<file path="config.mk">
export PLATFORM = sky130hd
export DESIGN_NAME = vga_timing_gen
export DESIGN_NICKNAME = d
export VERILOG_FILES = /design/src/rtl/vga_timing_gen.sv
export SDC_FILE = /design/constraint.sdc
export NUM_CORES = 1
export LEC_CHECK = 0
export CAP_MARGIN = 25
export CORE_ASPECT_RATIO = 0.8
export CORE_MARGIN = 2
export CORE_UTILIZATION = 48
export DETAILED_ROUTE_END_ITERATION = 8
export PLACE_DENSITY_LB_ADDON = 0.25
export SYNTH_ARGS = -nofsm -noshare
export SYNTH_HDL_FRONTEND = slang
export SYNTH_SLANG_ARGS = --single-unit
</file>
<file path="constraint.sdc">
create_clock -name clk -period 2 [get_ports clk]
set_input_delay 0.4 -clock clk [delete_from_list [all_inputs] [get_ports clk]]
set_output_delay 0.4 -clock clk [all_outputs]
set_load 0.02 [all_outputs]
</file>
<file path="src/rtl/vga_timing_gen.sv">
// vga_timing_gen: 640x480@60Hz VGA raster timing (pixel enable, H/V counters, syncs, markers).
// Define VGA_FRAME_COUNT_EN to add the 16-bit frame_count output.
module vga_timing_gen #(
  parameter int unsigned CLK_DIV     = 4,
  parameter int unsigned H_TOTAL     = 800,
  parameter int unsigned H_SYNC      = 96,
  parameter int unsigned H_ACT_START = 144,
  parameter int unsigned H_ACT_END   = 784,
  parameter int unsigned V_TOTAL     = 525,
  parameter int unsigned V_SYNC      = 2,
  parameter int unsigned V_ACT_START = 35,
  parameter int unsigned V_ACT_END   = 515
) (
  input  logic        clk,
  input  logic        reset,
  output logic [15:0] H_Counter_Value,
  output logic [15:0] V_Counter_Value,
  output logic        Hsync,
  output logic        Vsync,
  output logic        pixel_tick,
  output logic        video_on,
  output logic        line_start,
  output logic        frame_start
`ifdef VGA_FRAME_COUNT_EN
  ,
  output logic [15:0] frame_count
`endif
);
  localparam logic [15:0] DIV_MAX = 16'(CLK_DIV - 1);
  localparam logic [15:0] H_MAX   = 16'(H_TOTAL - 1);
  localparam logic [15:0] V_MAX   = 16'(V_TOTAL - 1);
  localparam logic [15:0] H_SW    = 16'(H_SYNC);
  localparam logic [15:0] V_SW    = 16'(V_SYNC);
  localparam logic [15:0] H_AS    = 16'(H_ACT_START);
  localparam logic [15:0] H_AE    = 16'(H_ACT_END);
  localparam logic [15:0] V_AS    = 16'(V_ACT_START);
  localparam logic [15:0] V_AE    = 16'(V_ACT_END);
  logic [15:0] div_cnt;
  logic        h_wrap, v_wrap;
  always_ff @(posedge clk) begin
    if (reset) begin
      div_cnt         <= '0;
      H_Counter_Value <= '0;
      V_Counter_Value <= '0;
    end else begin
      div_cnt <= pixel_tick ? '0 : div_cnt + 16'd1;
      if (pixel_tick) begin
        H_Counter_Value <= h_wrap ? '0 : H_Counter_Value + 16'd1;
        if (h_wrap) V_Counter_Value <= v_wrap ? '0 : V_Counter_Value + 16'd1;
      end
    end
  end
  // every output is a pure decode of the registered counters
  always_comb begin
    pixel_tick  = div_cnt == DIV_MAX;
    h_wrap      = H_Counter_Value == H_MAX;
    v_wrap      = V_Counter_Value == V_MAX;
    Hsync       = H_Counter_Value >= H_SW;
    Vsync       = V_Counter_Value >= V_SW;
    video_on    = H_Counter_Value >= H_AS && H_Counter_Value < H_AE &&
                  V_Counter_Value >= V_AS && V_Counter_Value < V_AE;
    line_start  = H_Counter_Value == '0 && div_cnt == '0;
    frame_start = line_start && V_Counter_Value == '0;
  end
`ifdef VGA_FRAME_COUNT_EN
  always_ff @(posedge clk) begin
    if (reset) frame_count <= '0;
    else if (pixel_tick && h_wrap && v_wrap) frame_count <= frame_count + 16'd1;
  end
`endif
endmodule

</file>
**Run 1: PDN straps and rails**

Scale bar: 20 microns. Pins as bars on the die edge. Tap cells in gray.
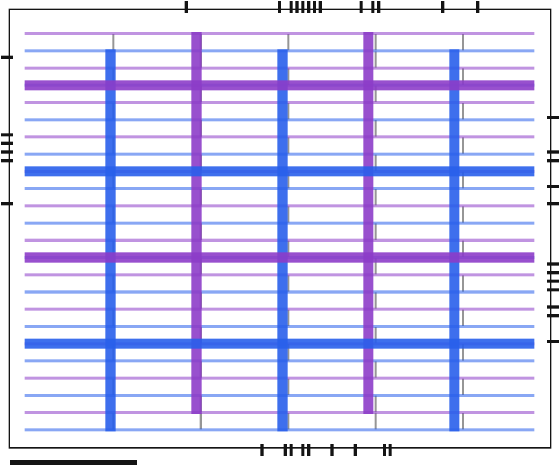
net	color
VDD	purple
VSS	blue
rows	23
met5 straps	4
tap cells	62
Chip Width: 85.3 microns
Worst VDD drop: 0.494 mV
Chip Height: 69 microns
core area: 0.00504 sq mm

**Run 1: placed cells, one color a class**

Scale bar: 20 microns.
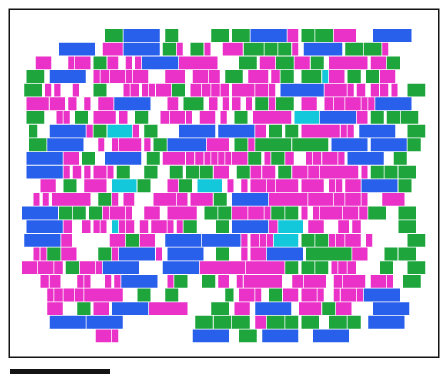
class	color	cells	share of their area
flops	blue	48	26%
clock drivers and dummy loads	cyan	8	2.4%
other buffers and delay cells	green	118	27%
all other logic	magenta	239	45%

**Run 1: routed clock nets over the placement**

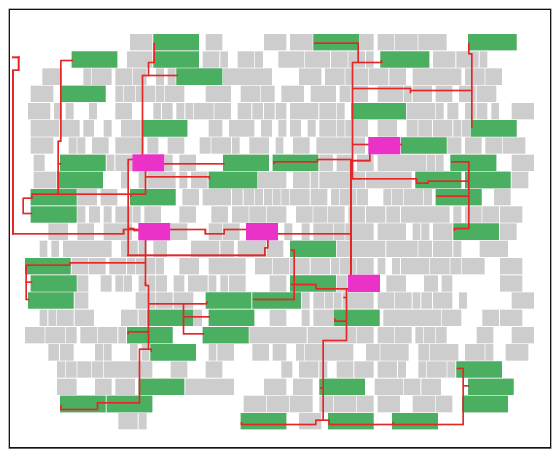
[clock wires] red | length: 588 microns
[cells driving clock nets] magenta | count: 5
[flip-flops] green | count: 48
routed clock nets	6
clk latency late pin: 0.30 ns
clk pwr: 0.000597 W

**Run 1: wiring by layer**

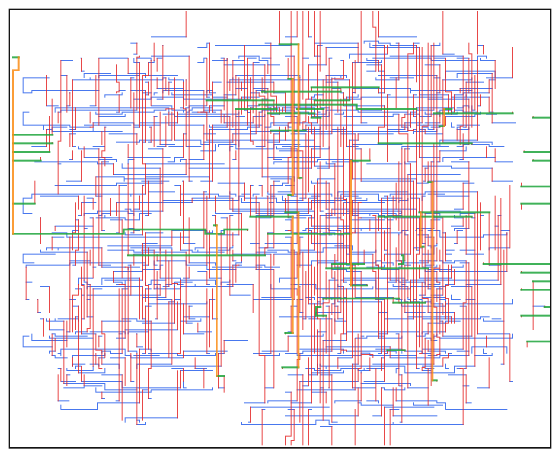
layer	color	wire length
met1	blue	3230 microns
met3	green	365 microns
met4	orange	194 microns
met2	red	3530 microns
all-layer global routing usage: 22.7%
Vias: 2572
drt total wl: 7320 microns
wire per inst: 15.4 microns

## run 1: worst max-delay path by stage
stage | start | to | slack, ns | cells after the start
after floorplan | H_Counter_Value[15]$_SDFFE_PP0P_ | frame_start | -0.20 | 5
after global placement | H_Counter_Value[15]$_SDFFE_PP0P_ | frame_start | -0.52 | 6
after detailed placement | H_Counter_Value[15]$_SDFFE_PP0P_ | frame_start | -0.53 | 6
after CTS | H_Counter_Value[15]$_SDFFE_PP0P_ | frame_start | -0.39 | 6
after global routing | H_Counter_Value[15]$_SDFFE_PP0P_ | frame_start | -0.54 | 6
final | H_Counter_Value[15]$_SDFFE_PP0P_ | frame_start | -0.42 | 6
## run 1: worst max-delay path: cells and delay by family, from the launching register on
kind,cells,cell delay [ns]
DFF,1,0.36
buffers and inverters,1,0.11
and+or+nand+nor,5,1.26
==> GITHUB_STEP_SUMMARY, run 1 <==
### Flow metrics

| Metric | Value |
|---|---|
| Initial antenna violation count | 0 |
| Synth top cell by count | nor2_1 |
| Starting density of the core | about half |
| Post-place setup slack | -0.532 ns |
| Power Total | around 0.0018 W |
| Clock sinks | 48 |
| Logic pwr share | between 10 and 15% |
| Most frequent logic cell in the layout | buf_4 |
| Non-clock buffering overhead | about a quarter |
| Violated checks | setup timing |
| CP Launch Type | flop |
| R2R cell count | 7 |
| Final setup margin | -0.419 ns |
| First-pass GRT wire length | 11000 microns |
| Sequential power | slightly below 0.001 W |
| YS chip area | 0.00253 sq mm |
| Final setup viols | 6 |
| DP Area | 0.00352 sq mm |
| Status | complete, but fails checks |
| Post-Syn Area | roughly 0.0025 sq mm |
| Routed Antenna Nets | 0 |
| Net switching power | 0.000423 W |
| Pwr Density | 458 mW/mm^2 |
## Run 2: what changed since run 1
- CTS_BUF_LIST: default -> sky130_fd_sc_hd__clkbuf_16
==> GITHUB_STEP_SUMMARY, run 2 <==
### Flow metrics

| Metric | Value |
|---|---|
| Chip Width | 85.3 microns (unchanged) |
| Pwr Density | 504 mW/mm^2 (+10%) |
| CP Capture Point | frame_start |
| Power Total | 0.00195 W (+11%) |
| Synth top cell by count | nor2_1 |
| Core area | 0.00504 sq mm (unchanged) |
| Initial antenna violation count | 0 (unchanged) |
| Routed Antenna Nets | 0 (unchanged) |
| Status | complete, but fails checks |
| First-pass GRT wire length | 11100 microns (+1.3%) |
| Crit path launch | H_Counter_Value[15]$_SDFFE_PP0P_ |
| Critical path depth | 6 (unchanged) |
| Vias | 2594 (+0.86%) |
| DP Area | 0.00352 sq mm (unchanged) |
| Chip Height | 69 microns (unchanged) |
| Post-place setup slack | -0.532 ns (unchanged) |
| Drt total wl | 7000 microns (-4.4%) |
| Cell family with most CP delay | simple AND/OR/NAND/NOR gates |
| Post-Syn Area | 0.00253 sq mm (unchanged) |
| Violated checks | setup timing |
| CP Launch Type | flop |
| R2R cell count | 7 (unchanged) |
| Clock sinks | 48 (unchanged) |
| Final setup margin | -0.374 ns (+0.0459 ns) |
| YS chip area | 0.00253 sq mm (unchanged) |
| Final setup viols | 5 (-1) |
| Crit path buf inv count | 1 (unchanged) |
## run 2: cell type report
type | instances | share of cell area, %
clock inverters | 3 | 0.291
multi-input cells | 228 | 42.2
inverters | 11 | 1.07
flip-flops and latches | 48 | 25.1
clock buffers | 5 | 3.23
well taps | 62 | 2.00
repair buffers | 119 | 26.1
## run 2: power by group
| part | internal (W) | total, W | switching (W) |
|---|---|---|---|
| Sequential | 0.000963 | 0.000970 | 0.00000661 |
| Clock | 0.000450 | 0.000787 | 0.000337 |
| Combinational | 0.0000930 | 0.000195 | 0.000102 |
**Run 2: placed cells, one color a class**

Scale bar: 20 microns.
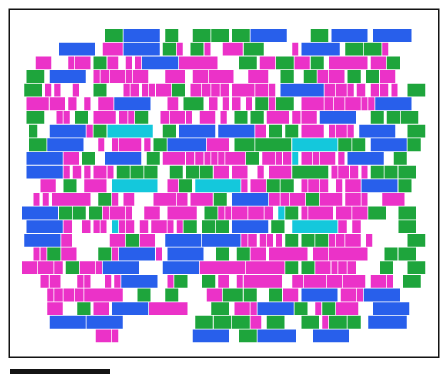
class	color	cells	share of their area
other buffers and delay cells	green	119	27%
clock drivers and dummy loads	cyan	8	3.6%
all other logic	magenta	239	44%
flops	blue	48	26%
num rows: 23
fin area: 0.00388 sq mm
Seq/total area: 25.1%
fin util: 77.0%

## Run 3: what changed since run 2
- GPL_TIMING_DRIVEN: default -> 0
==> GITHUB_STEP_SUMMARY, run 3 <==
### Flow metrics

| Metric | Value |
|---|---|
| Status | complete, but fails checks |
| Violated checks | setup timing |
| Num rows | 23 (unchanged) |
| Cell family with most CP delay | simple AND/OR/NAND/NOR gates |
| Crit path buf inv count | 1 (unchanged) |
| Post-place setup slack | -0.638 ns (-0.106 ns) |
| Final setup margin | -0.430 ns (-0.0561 ns) |
| Routed Antenna Nets | 0 (unchanged) |
| Power Total | 0.00205 W (+5.1%) |
| Net switching power | 0.000474 W (+6.4%) |
| Chip Width | 85.3 microns (unchanged) |
| Fin area | 0.00361 sq mm (-6.7%) |
| Crit path launch | H_Counter_Value[15]$_SDFFE_PP0P_ |
| Logic pwr share | 8.6% (-1.4 points) |
| Power of the combinational group | 0.000177 W (-9%) |
| CP Capture Point | frame_start |
| YS chip area | 0.00253 sq mm (unchanged) |
| Switch share | 23.1% (+0.28 points) |
| Initial antenna violation count | 0 (unchanged) |
| Chip Height | 69 microns (unchanged) |
| Int Pwr | 0.00158 W (+4.7%) |
| Vias | 2365 (-8.8%) |
| Clock sinks | 48 (unchanged) |
| R2R cell count | 8 (+1) |
| Clk pwr | 0.000901 W (+14%) |
| Top Consumer | registers |
| Final setup viols | 15 (+10) |
| Core area | 0.00504 sq mm (unchanged) |
| Pwr Density | 568 mW/mm^2 (+13%) |
| Sequential power | 0.000974 W (+0.4%) |
| Critical path depth | 6 (unchanged) |
| Post-Syn Area | 0.00253 sq mm (unchanged) |
==> run 3: cell count changes in the layout (fill, tap and decap cells not counted), moves of 4 or more <==
cell,previous run,this run
buf_4,79,21
dfxtp_1,41,31
nor3_1,17,9
nor3_2,0,7
dfxtp_2,6,12
buf_2,1,6
buf_6,4,9
dfxtp_4,1,5
==> run 3: repair_timing <==
action,in CTS,in global routing
buffers inserted,17,6
endpoints found under the setup margin,46,40
gates cloned,0,0
pin swaps,10,9
resized,70,22
hold buffers,0,0
==> run 3: cell type report <==
cell class,instances,area (sq um)
multi-input cells,228,1690
fillers,342,1420
flip-flops and latches,48,995
repair buffers,62,582
clock buffers,6,150
well taps,62,77.6
plain buffers,11,68.8
inverters,11,41.3
clock inverters,2,12.5
**Run 3: PDN straps and rails**

Scale bar: 20 microns. Pins as bars on the die edge. Tap cells in gray.
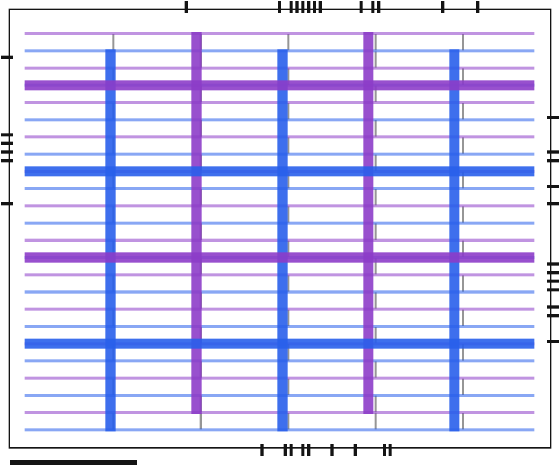
net	color
VDD	purple
VSS	blue
met5 straps	4
tap cells	62
met1 rails	24
met4 straps	5
Worst VDD drop: 0.627 mV

Power figures rest on the tool's default switching activity, not on a simulated workload.
